Fig. 1: clock wiring as the flow saved it
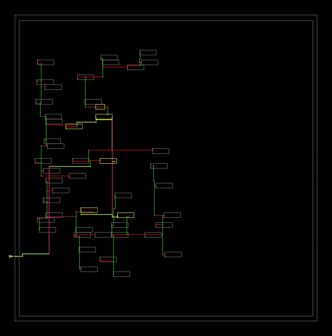
Fig. 2: clock network drawn from the DEF
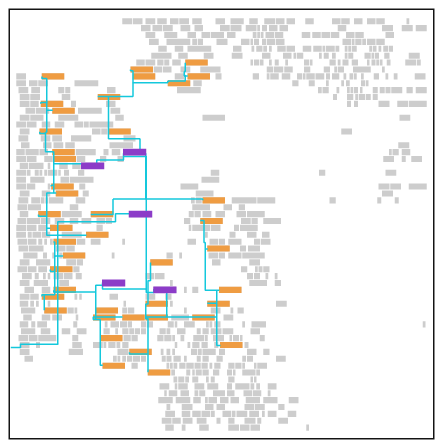
Fig. 3: metal 1
Supply wires on this layer in grey.
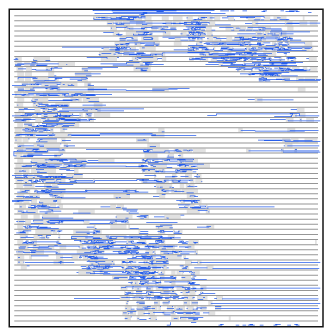
Fig. 4: cells by drive strength
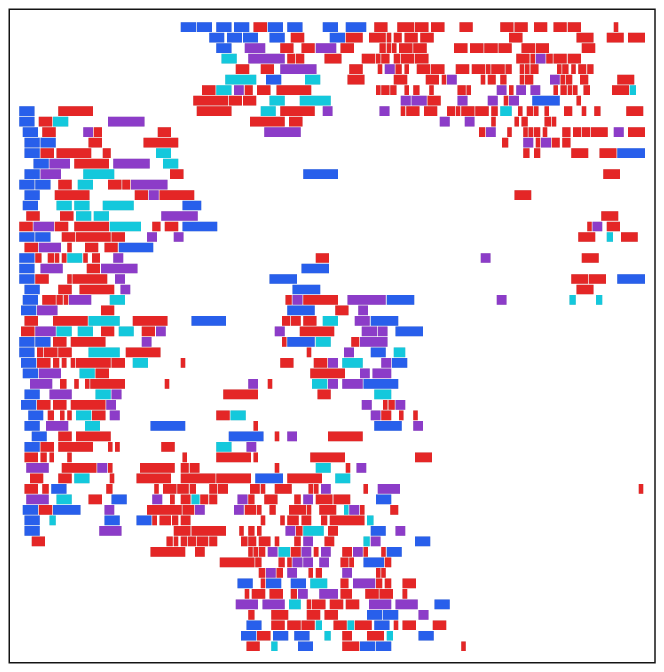
Fig. 5: placed cells, one colour a class
Scale bar: 50 µm.
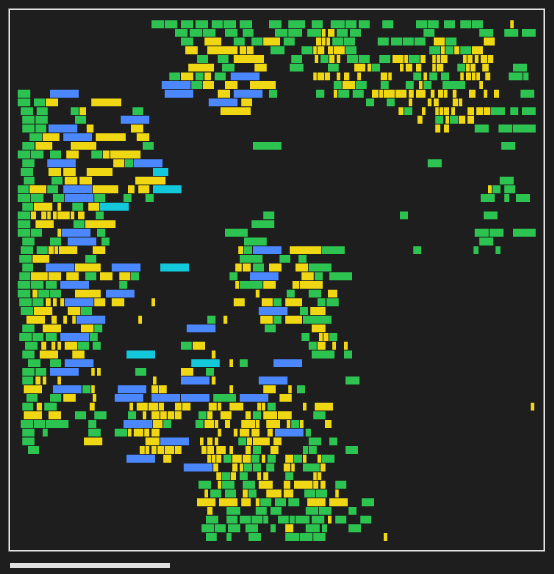
### src/rtl/mem_lsu_stage_if.sv
`default_nettype none
// ============================================================================
// Module   : mem_lsu_stage_if
// Brief    : Data-bus req/gnt/rvalid interface between the LSU and its slave.
// Revision : 1.0 - initial release
// ============================================================================
interface mem_lsu_stage_if #(
    parameter int XLEN = 32
);
    logic                dbus_req_o;
    logic                dbus_we_o;
    logic [XLEN-1:0]     dbus_addr_o;
    logic [XLEN-1:0]     dbus_wdata_o;
    logic [XLEN/8-1:0]   dbus_strb_o;
    logic                dbus_gnt_i;
    logic                dbus_rvalid_i;
    logic [XLEN-1:0]     dbus_rdata_i;
    logic                dbus_err_i;

    modport master (
        output dbus_req_o, dbus_we_o, dbus_addr_o, dbus_wdata_o, dbus_strb_o,
        input  dbus_gnt_i, dbus_rvalid_i, dbus_rdata_i, dbus_err_i
    );

    modport slave (
        input  dbus_req_o, dbus_we_o, dbus_addr_o, dbus_wdata_o, dbus_strb_o,
        output dbus_gnt_i, dbus_rvalid_i, dbus_rdata_i, dbus_err_i
    );
endinterface
`default_nettype wire

### src/rtl/mem_lsu_stage.sv
`default_nettype none
// ============================================================================
// Module   : mem_lsu_stage
// Brief    : MEM pipeline stage with load/store unit (req/gnt/rvalid data bus),
//            byte-lane steering, load extension, stall and trap generation.
//            Optional MEM_MISALIGN_EXP_EN: trap on misaligned accesses.
// Revision : 1.0 - initial release
// ============================================================================
module mem_lsu_stage #(
    parameter int XLEN          = 32,
    parameter int RF_ADDR_WIDTH = 5,
    parameter int BUS_TIMEOUT   = 64
) (
    input  logic                     clk,
    input  logic                     rst_n,
    input  logic                     mem_valid,
    input  logic [XLEN-1:0]          mem_pc_i,
    input  logic [XLEN-1:0]          mem_inst_i,
    output logic [XLEN-1:0]          mem_pc_o,
    output logic [XLEN-1:0]          mem_inst_o,
    input  logic                     mem_is_load_i,
    input  logic                     mem_is_store_i,
    input  logic [XLEN-1:0]          mem_ls_addr_i,
    input  logic [1:0]               mem_ls_size_i,
    input  logic                     mem_ls_unsigned_i,
    input  logic [XLEN-1:0]          mem_store_data_i,
    input  logic                     mem_req_rf_i,
    input  logic [RF_ADDR_WIDTH-1:0] mem_rf_waddr_i,
    input  logic [XLEN-1:0]          mem_alu_res_i,
    input  logic                     ex2mem_exp_flag,
    input  logic                     int_flag,
    mem_lsu_stage_if.master          dbus,
    output logic                     mem_stall_o,
    output logic                     mem_req_rf_o,
    output logic [RF_ADDR_WIDTH-1:0] mem_rf_waddr_o,
    output logic [XLEN-1:0]          mem_wb_data_o,
    output logic [RF_ADDR_WIDTH-1:0] mem_fw_rd_addr,
    output logic [XLEN-1:0]          mem_fw_data,
    output logic                     mem_fw_valid,
    output logic                     mem_exp_flag_o,
    output logic                     mem_int_flag_o,
    output logic                     mem_exp_int_flag_o,
    output logic                     mem_misalign_o
);

    localparam int c_NB = XLEN / 8;
    localparam int c_AW = $clog2(c_NB);
    localparam int c_CW = $clog2(BUS_TIMEOUT + 1);
    localparam logic [c_CW-1:0] c_TO_LAST = c_CW'(BUS_TIMEOUT - 1);

    typedef enum logic [1:0] {
        S_IDLE = 2'd0,
        S_REQ  = 2'd1,
        S_RESP = 2'd2,
        S_DONE = 2'd3
    } state_t;

    state_t            r_state, w_next;
    logic [c_CW-1:0]   r_cnt, w_cnt_nxt;
    logic              r_err, w_err_nxt;
    logic              r_misalign, w_mis_nxt;
    logic [XLEN-1:0]   r_rdata, w_rdata_nxt;

    logic [c_AW-1:0]   w_lo, w_szmask, w_lane;
    logic [c_NB-1:0]   w_bmask;
    logic [XLEN-1:0]   w_shifted, w_keep, w_load;
    logic              w_sign;
    logic              w_start, w_illegal, w_mis_trap;
    logic              w_req, w_stall, w_done;

    assign w_lo      = mem_ls_addr_i[c_AW-1:0];
    assign w_start   = mem_valid & (mem_is_load_i | mem_is_store_i) & ~ex2mem_exp_flag;
    assign w_illegal = (XLEN == 32) && (mem_ls_size_i == 2'd3);
    assign w_done    = (r_state == S_DONE);

    always_comb begin
        w_szmask = '0;
        w_bmask  = '0;
        case (mem_ls_size_i)
            2'd0: begin w_szmask = '0;          w_bmask = c_NB'(1);  end
            2'd1: begin w_szmask = c_AW'(1);    w_bmask = c_NB'(3);  end
            2'd2: begin w_szmask = c_AW'(3);    w_bmask = c_NB'(15); end
            default: begin w_szmask = c_AW'(7); w_bmask = '1;        end
        endcase
    end

    // Without the misalign trap the offset is rounded down to size alignment.
    assign w_lane = w_lo & ~w_szmask;

`ifdef MEM_MISALIGN_EXP_EN
    assign w_mis_trap     = |(w_lo & w_szmask);
    assign mem_misalign_o = w_done & r_misalign;
`else
    assign w_mis_trap     = 1'b0;
    assign mem_misalign_o = 1'b0;
`endif

    assign dbus.dbus_req_o   = w_req;
    assign dbus.dbus_we_o    = mem_is_store_i;
    assign dbus.dbus_addr_o  = {mem_ls_addr_i[XLEN-1:c_AW], {c_AW{1'b0}}};
    assign dbus.dbus_wdata_o = mem_store_data_i << {w_lane, 3'b000};
    assign dbus.dbus_strb_o  = w_bmask << w_lane;

    assign w_shifted = r_rdata >> {w_lane, 3'b000};

    always_comb begin
        w_keep = '1;
        w_sign = 1'b0;
        case (mem_ls_size_i)
            2'd0:    begin w_keep = XLEN'(8'hFF);         w_sign = w_shifted[7];  end
            2'd1:    begin w_keep = XLEN'(16'hFFFF);      w_sign = w_shifted[15]; end
            2'd2:    begin w_keep = XLEN'(32'hFFFF_FFFF); w_sign = w_shifted[31]; end
            default: begin w_keep = '1;                   w_sign = 1'b0;          end
        endcase
    end

    assign w_load = (w_shifted & w_keep) |
                    ((w_sign & ~mem_ls_unsigned_i) ? ~w_keep : '0);

    always_comb begin
        w_next      = r_state;
        w_cnt_nxt   = r_cnt;
        w_err_nxt   = r_err;
        w_mis_nxt   = r_misalign;
        w_rdata_nxt = r_rdata;
        w_req       = 1'b0;
        w_stall     = 1'b0;
        case (r_state)
            S_IDLE: begin
                w_cnt_nxt = '0;
                w_err_nxt = 1'b0;
                w_mis_nxt = 1'b0;
                if (w_start) begin
                    w_stall = 1'b1;
                    if (w_illegal) begin
                        w_err_nxt = 1'b1;
                        w_next    = S_DONE;
                    end else if (w_mis_trap) begin
                        w_mis_nxt = 1'b1;
                        w_next    = S_DONE;
                    end else begin
                        w_req = 1'b1;
                        if (dbus.dbus_gnt_i) begin
                            w_next = S_RESP;
                        end else begin
                            w_next    = S_REQ;
                            w_cnt_nxt = c_CW'(1);
                        end
                    end
                end
            end
            S_REQ: begin
                w_stall = 1'b1;
                w_req   = 1'b1;
                if (dbus.dbus_gnt_i) begin
                    w_next    = S_RESP;
                    w_cnt_nxt = '0;
                end else if (r_cnt == c_TO_LAST) begin
                    w_next    = S_DONE;
                    w_err_nxt = 1'b1;
                end else begin
                    w_cnt_nxt = r_cnt + c_CW'(1);
                end
            end
            S_RESP: begin
                w_stall = 1'b1;
                if (dbus.dbus_rvalid_i) begin
                    w_rdata_nxt = dbus.dbus_rdata_i;
                    w_err_nxt   = dbus.dbus_err_i;
                    w_next      = S_DONE;
                end else if (r_cnt == c_TO_LAST) begin
                    w_next    = S_DONE;
                    w_err_nxt = 1'b1;
                end else begin
                    w_cnt_nxt = r_cnt + c_CW'(1);
                end
            end
            default: begin
                w_next = S_IDLE;
            end
        endcase
    end

    always_ff @(posedge clk or negedge rst_n) begin
        if (!rst_n) begin
            r_state    <= S_IDLE;
            r_cnt      <= '0;
            r_err      <= 1'b0;
            r_misalign <= 1'b0;
            r_rdata    <= '0;
        end else begin
            r_state    <= w_next;
            r_cnt      <= w_cnt_nxt;
            r_err      <= w_err_nxt;
            r_misalign <= w_mis_nxt;
            r_rdata    <= w_rdata_nxt;
        end
    end

    // A trapping instruction passing straight through must not write rd.
    always_comb begin
        mem_req_rf_o = 1'b0;
        case (r_state)
            S_IDLE:  mem_req_rf_o = mem_req_rf_i & mem_valid & ~w_start & ~ex2mem_exp_flag;
            S_DONE:  mem_req_rf_o = mem_req_rf_i & mem_valid & ~r_err & ~r_misalign;
            default: mem_req_rf_o = 1'b0;
        endcase
    end

    assign mem_stall_o        = w_stall;
    assign mem_pc_o           = mem_pc_i;
    assign mem_inst_o         = mem_inst_i;
    assign mem_rf_waddr_o     = mem_rf_waddr_i;
    assign mem_wb_data_o      = mem_is_load_i ? w_load : mem_alu_res_i;
    assign mem_fw_rd_addr     = mem_rf_waddr_i;
    assign mem_fw_data        = mem_wb_data_o;
    assign mem_fw_valid       = mem_req_rf_o;
    assign mem_exp_flag_o     = ex2mem_exp_flag | (w_done & (r_err | r_misalign));
    assign mem_int_flag_o     = int_flag & ~w_stall;
    assign mem_exp_int_flag_o = mem_exp_flag_o | mem_int_flag_o;

endmodule
`default_nettype wire

### src/flat_wrapper.sv
// flat-port wrapper written by rule: the top's interface ports become plain ports
module mem_lsu_stage_flat 
#(
    parameter int XLEN          = 32,
    parameter int RF_ADDR_WIDTH = 5,
    parameter int BUS_TIMEOUT   = 64
)
  (clk, rst_n, mem_valid, mem_pc_i, mem_inst_i, mem_pc_o, mem_inst_o, mem_is_load_i, mem_is_store_i, mem_ls_addr_i, mem_ls_size_i, mem_ls_unsigned_i, mem_store_data_i, mem_req_rf_i, mem_rf_waddr_i, mem_alu_res_i, ex2mem_exp_flag, int_flag, mem_stall_o, mem_req_rf_o, mem_rf_waddr_o, mem_wb_data_o, mem_fw_rd_addr, mem_fw_data, mem_fw_valid, mem_exp_flag_o, mem_int_flag_o, mem_exp_int_flag_o, mem_misalign_o, dbus_dbus_req_o, dbus_dbus_we_o, dbus_dbus_addr_o, dbus_dbus_wdata_o, dbus_dbus_strb_o, dbus_dbus_gnt_i, dbus_dbus_rvalid_i, dbus_dbus_rdata_i, dbus_dbus_err_i);
  mem_lsu_stage_if #(.XLEN(XLEN)) dbus_i ();
  input  logic clk;
  input  logic rst_n;
  input  logic mem_valid;
  input  logic [XLEN-1:0] mem_pc_i;
  input  logic [XLEN-1:0] mem_inst_i;
  output logic [XLEN-1:0] mem_pc_o;
  output logic [XLEN-1:0] mem_inst_o;
  input  logic mem_is_load_i;
  input  logic mem_is_store_i;
  input  logic [XLEN-1:0] mem_ls_addr_i;
  input  logic [1:0] mem_ls_size_i;
  input  logic mem_ls_unsigned_i;
  input  logic [XLEN-1:0] mem_store_data_i;
  input  logic mem_req_rf_i;
  input  logic [RF_ADDR_WIDTH-1:0] mem_rf_waddr_i;
  input  logic [XLEN-1:0] mem_alu_res_i;
  input  logic ex2mem_exp_flag;
  input  logic int_flag;
  output logic mem_stall_o;
  output logic mem_req_rf_o;
  output logic [RF_ADDR_WIDTH-1:0] mem_rf_waddr_o;
  output logic [XLEN-1:0] mem_wb_data_o;
  output logic [RF_ADDR_WIDTH-1:0] mem_fw_rd_addr;
  output logic [XLEN-1:0] mem_fw_data;
  output logic mem_fw_valid;
  output logic mem_exp_flag_o;
  output logic mem_int_flag_o;
  output logic mem_exp_int_flag_o;
  output logic mem_misalign_o;
  output wire logic [$bits(dbus_i.dbus_req_o)-1:0] dbus_dbus_req_o;
  output wire logic [$bits(dbus_i.dbus_we_o)-1:0] dbus_dbus_we_o;
  output wire logic [$bits(dbus_i.dbus_addr_o)-1:0] dbus_dbus_addr_o;
  output wire logic [$bits(dbus_i.dbus_wdata_o)-1:0] dbus_dbus_wdata_o;
  output wire logic [$bits(dbus_i.dbus_strb_o)-1:0] dbus_dbus_strb_o;
  input wire logic [$bits(dbus_i.dbus_gnt_i)-1:0] dbus_dbus_gnt_i;
  input wire logic [$bits(dbus_i.dbus_rvalid_i)-1:0] dbus_dbus_rvalid_i;
  input wire logic [$bits(dbus_i.dbus_rdata_i)-1:0] dbus_dbus_rdata_i;
  input wire logic [$bits(dbus_i.dbus_err_i)-1:0] dbus_dbus_err_i;
  assign dbus_dbus_req_o = dbus_i.dbus_req_o;
  assign dbus_dbus_we_o = dbus_i.dbus_we_o;
  assign dbus_dbus_addr_o = dbus_i.dbus_addr_o;
  assign dbus_dbus_wdata_o = dbus_i.dbus_wdata_o;
  assign dbus_dbus_strb_o = dbus_i.dbus_strb_o;
  assign dbus_i.dbus_gnt_i = dbus_dbus_gnt_i;
  assign dbus_i.dbus_rvalid_i = dbus_dbus_rvalid_i;
  assign dbus_i.dbus_rdata_i = dbus_dbus_rdata_i;
  assign dbus_i.dbus_err_i = dbus_dbus_err_i;
  mem_lsu_stage #(.XLEN(XLEN), .RF_ADDR_WIDTH(RF_ADDR_WIDTH), .BUS_TIMEOUT(BUS_TIMEOUT)) u_core (.clk(clk), .rst_n(rst_n), .mem_valid(mem_valid), .mem_pc_i(mem_pc_i), .mem_inst_i(mem_inst_i), .mem_pc_o(mem_pc_o), .mem_inst_o(mem_inst_o), .mem_is_load_i(mem_is_load_i), .mem_is_store_i(mem_is_store_i), .mem_ls_addr_i(mem_ls_addr_i), .mem_ls_size_i(mem_ls_size_i), .mem_ls_unsigned_i(mem_ls_unsigned_i), .mem_store_data_i(mem_store_data_i), .mem_req_rf_i(mem_req_rf_i), .mem_rf_waddr_i(mem_rf_waddr_i), .mem_alu_res_i(mem_alu_res_i), .ex2mem_exp_flag(ex2mem_exp_flag), .int_flag(int_flag), .dbus(dbus_i), .mem_stall_o(mem_stall_o), .mem_req_rf_o(mem_req_rf_o), .mem_rf_waddr_o(mem_rf_waddr_o), .mem_wb_data_o(mem_wb_data_o), .mem_fw_rd_addr(mem_fw_rd_addr), .mem_fw_data(mem_fw_data), .mem_fw_valid(mem_fw_valid), .mem_exp_flag_o(mem_exp_flag_o), .mem_int_flag_o(mem_int_flag_o), .mem_exp_int_flag_o(mem_exp_int_flag_o), .mem_misalign_o(mem_misalign_o));
endmodule
### config.mk
export PLATFORM = sky130hd
export DESIGN_NAME = mem_lsu_stage_flat
export DESIGN_NICKNAME = d
export VERILOG_FILES = /design/src/rtl/mem_lsu_stage_if.sv /design/src/rtl/mem_lsu_stage.sv /design/src/flat_wrapper.sv
export SDC_FILE = /design/constraint.sdc
export NUM_CORES = 1
export LEC_CHECK = 0
export CORE_AREA = 2 2 165 167
export CTS_BUF_LIST = sky130_fd_sc_hd__clkbuf_4 sky130_fd_sc_hd__clkbuf_8 sky130_fd_sc_hd__clkbuf_16
export CTS_CLUSTER_DIAMETER = 50
export DETAILED_ROUTE_END_ITERATION = 6
export DIE_AREA = 0 0 167 169
export PLACE_DENSITY = 0.6
export SKIP_CTS_REPAIR_TIMING = 1
export SYNTH_ARGS = -nofsm -noshare
export SYNTH_HDL_FRONTEND = slang
export SYNTH_SLANG_ARGS = --single-unit
### constraint.sdc
create_clock -name clk -period 1.98 [get_ports clk]
set_input_delay 0.198 -clock clk [delete_from_list [all_inputs] [get_ports clk]]
set_output_delay 0.198 -clock clk [all_outputs]
set_load 0.02 [all_outputs]
==> run notes <==
fresh numbers from the pnr run: max FFs per register=32, CTS clock-pin slew for the worst setup and hold paths=0.06 ns, endpoints failing hold=0, Final period util=113.0%, synthesized area=between 4000 and 5000 µm², area fraction in full adders, half adders and majority gates=between 1.5 and 2%, RR Startpoint=u_core.r_state[0], pre-CTS setup slack=-0.8983 ns, Die Span Y=about 170 µm, register cell area after layout=roughly 1100 µm², P_leak=about 3.6 nW, routed length on met1=7293 µm, Die X-Extent=167 µm, Max clock buf depth=2, largest registers=u_core.r_rdata (32), u_core.r_cnt (7), u_core.r_state (2), multiplexer area fraction after synthesis=17.81%, DR top layer=met5, non-filler instance count after layout=1042, antenna cell count=0, Psw=about 0.0030 W, Non-Clock Buffer Area Fraction=between 40% and 50%, GRT Max-Usage Layer=met2, number of max-slew violations in the final report=0, Worst R2R End=u_core.r_cnt[0], unrepaired setup endpoints after global routing=true, vias in the first global route=4437, simple-gate portion of the synthesized area=~15%, critical-path cell with the highest stage delay=sky130_fd_sc_hd__a2111oi_4, Remaining DRCs=0, most common cell in the netlist=sky130_fd_sc_hd__buf_4, first-pass GRT wire length=approximately 28000 µm, number of routed nets with antenna violations=0, final count of negative-setup-slack endpoints=about 53, buffers and inverters on the worst path=4, fraction of layout instances using a drive strength above 1=slightly below 40%, antenna violations before repair=3, chip area estimate from yosys synthesis=around 4500 µm², result of the run=finished with violations, detailed-route wire length per cell=just under 20 µm, met3 wirelength from detailed routing=approximately 1700 µm, I/O pins=426, Post-synth EDFFs=0, overall global routing resource usage=13.09%, area share of the largest cell type after synthesis=between 20% and 30%, routability cong.=~0.84, Comb power frac=about 68%, worst-path maximum fanout=8, number of storage elements in the synthesis netlist=42, cell taking the most area after synthesis=sky130_fd_sc_hd__buf_4, async set-reset flop share out of synthesis=100.0%, Critical path origin=u_core.r_rdata[23], number of H-tree levels=2, Combinational Gates=326, biggest cell delay along the critical path=roughly 0.41 ns, violated checks=negative setup slack, number of distinct standard cells referenced by the synthesized netlist=approximately 52, sequential share of power=20.8%, TritonRoute pass-1 iters=4, count of inverters not on the clock network in the layout=10, clock tree root buffer cell=sky130_fd_sc_hd__clkbuf_16, # Taps=roughly 340, power drawn by the combinational cells=a little over 0.005 W, warnings from Yosys=0, Global Route met3 Usage=under 10%, number of clock-tree buffers in the layout=6, group drawing the most power=combinational cells, WHS=approximately 0.36 ns, total power=~0.0074 W, fraction of the mapped netlist area in compound gates=between 10 and 15%, layout overhead on the synthesized area=66.78%, Setup WS post-layout=-0.2576 ns, routing usage on met2=approximately a quarter, sequential cell power=0.00154 W, critical path data arrival time=2.04 ns, most flop-heavy register=u_core.r_rdata, share of the final layout cell area in multi-input gates=34.91%, aggregate global routing overflow=0, met2 wirelength from detailed routing=10430 µm, placed cells=~1000, P_int=approximately 0.0044 W, worst endpoint required time=1.78 ns, dominant logic cell types in the final layout=107 x sky130_fd_sc_hd__clkdlybuf4s50_1, 79 x sky130_fd_sc_hd__nand2_1, 77 x sky130_fd_sc_hd__buf_4, 73 x sky130_fd_sc_hd__buf_6, 42 x sky130_fd_sc_hd__dfrtp_1, number of cell instances on the worst register-to-register path=8, Largest cells by area=sky130_fd_sc_hd__buf_4 23%, sky130_fd_sc_hd__dfrtp_1 23%, sky130_fd_sc_hd__mux2_2 9.2%, count of mapped cells out of synthesis=548, net switching share of the total power=approximately two fifths, clock tree from TritonCTS=yes, Avg Cell Area, Syn=~8.3 µm², number of violations reported at the end of detailed-routing iteration 0=~230, buffers added on ports=around 220, ys cells=~550, biggest combinational cell group after synthesis=buffers and inverters, Startpoint Class=flop, path type of the worst min-delay path=in -> async, Post-synth top cells=141 x sky130_fd_sc_hd__buf_4, 79 x sky130_fd_sc_hd__nand2_1, 47 x sky130_fd_sc_hd__o21ai_0, 42 x sky130_fd_sc_hd__dfrtp_1, 37 x sky130_fd_sc_hd__mux2_2, pin count of the biggest net entering global routing=38, proportion of synthesized chip area in sequential cells=about 23%, Chip Footprint=roughly 28000 µm², floorplan utilization=17.10%, DP HPWL=16230 µm, max-capacitance violation count=0, minimum clock period after layout=between 2 and 2.5 ns, Worst IR Drop VDD=about 0.46 mV, pwr/cell area=978.3 nW/µm², path length in cells of the critical path=7
Notes on Fig. 1 above:
total CTS buffers: 5
registers: 42
Sinks on Clock Net: 42
clock latency at the later pin of the worst-skew pair: 0.28 ns

Notes on Fig. 2 above:
orange -> flip-flops  # count 42
cyan -> clock wires  # length 758 µm
purple -> clock-net drivers  # count 5
routed clock nets = 6
clock network power: 0.000821 W
relative contribution of the clock network to total power: 11.1%
Max Clock Skew: 0.003073 ns

Notes on Fig. 3 above:
share of all routed wire = 36%
longest straight run = 69.9 µm
met1 track demand over resource: 13.69%
total routed wirelength: 20260 µm
via total after detailed routing: 4453

Notes on Fig. 4 above:
cyan -> x2  # cells 61
red -> x1 and smaller  # cells 427
purple -> x3 and x4  # cells 116
blue -> x6 and larger  # cells 97
Setup WS post-layout: -0.2576 ns
Plain + repair buffers: 317

Notes on Fig. 5 above:
green -> remaining buffers and delay cells  # cells 317, share of their area 46%
yellow -> remaining logic cells  # cells 336, share of their area 38%
blue -> registers  # cells 42, share of their area 15%
cyan -> clock drivers and dummy loads  # cells 6, share of their area 1.9%
FP Rows: 60
proportion of cell area occupied by registers: 13.91%
area of the core: 26500 µm²
total non-filler cell area in the finished layout: 7556 µm²
final core occ: 28.51%

Power figures rest on the tool's default switching activity, not on a simulated workload.
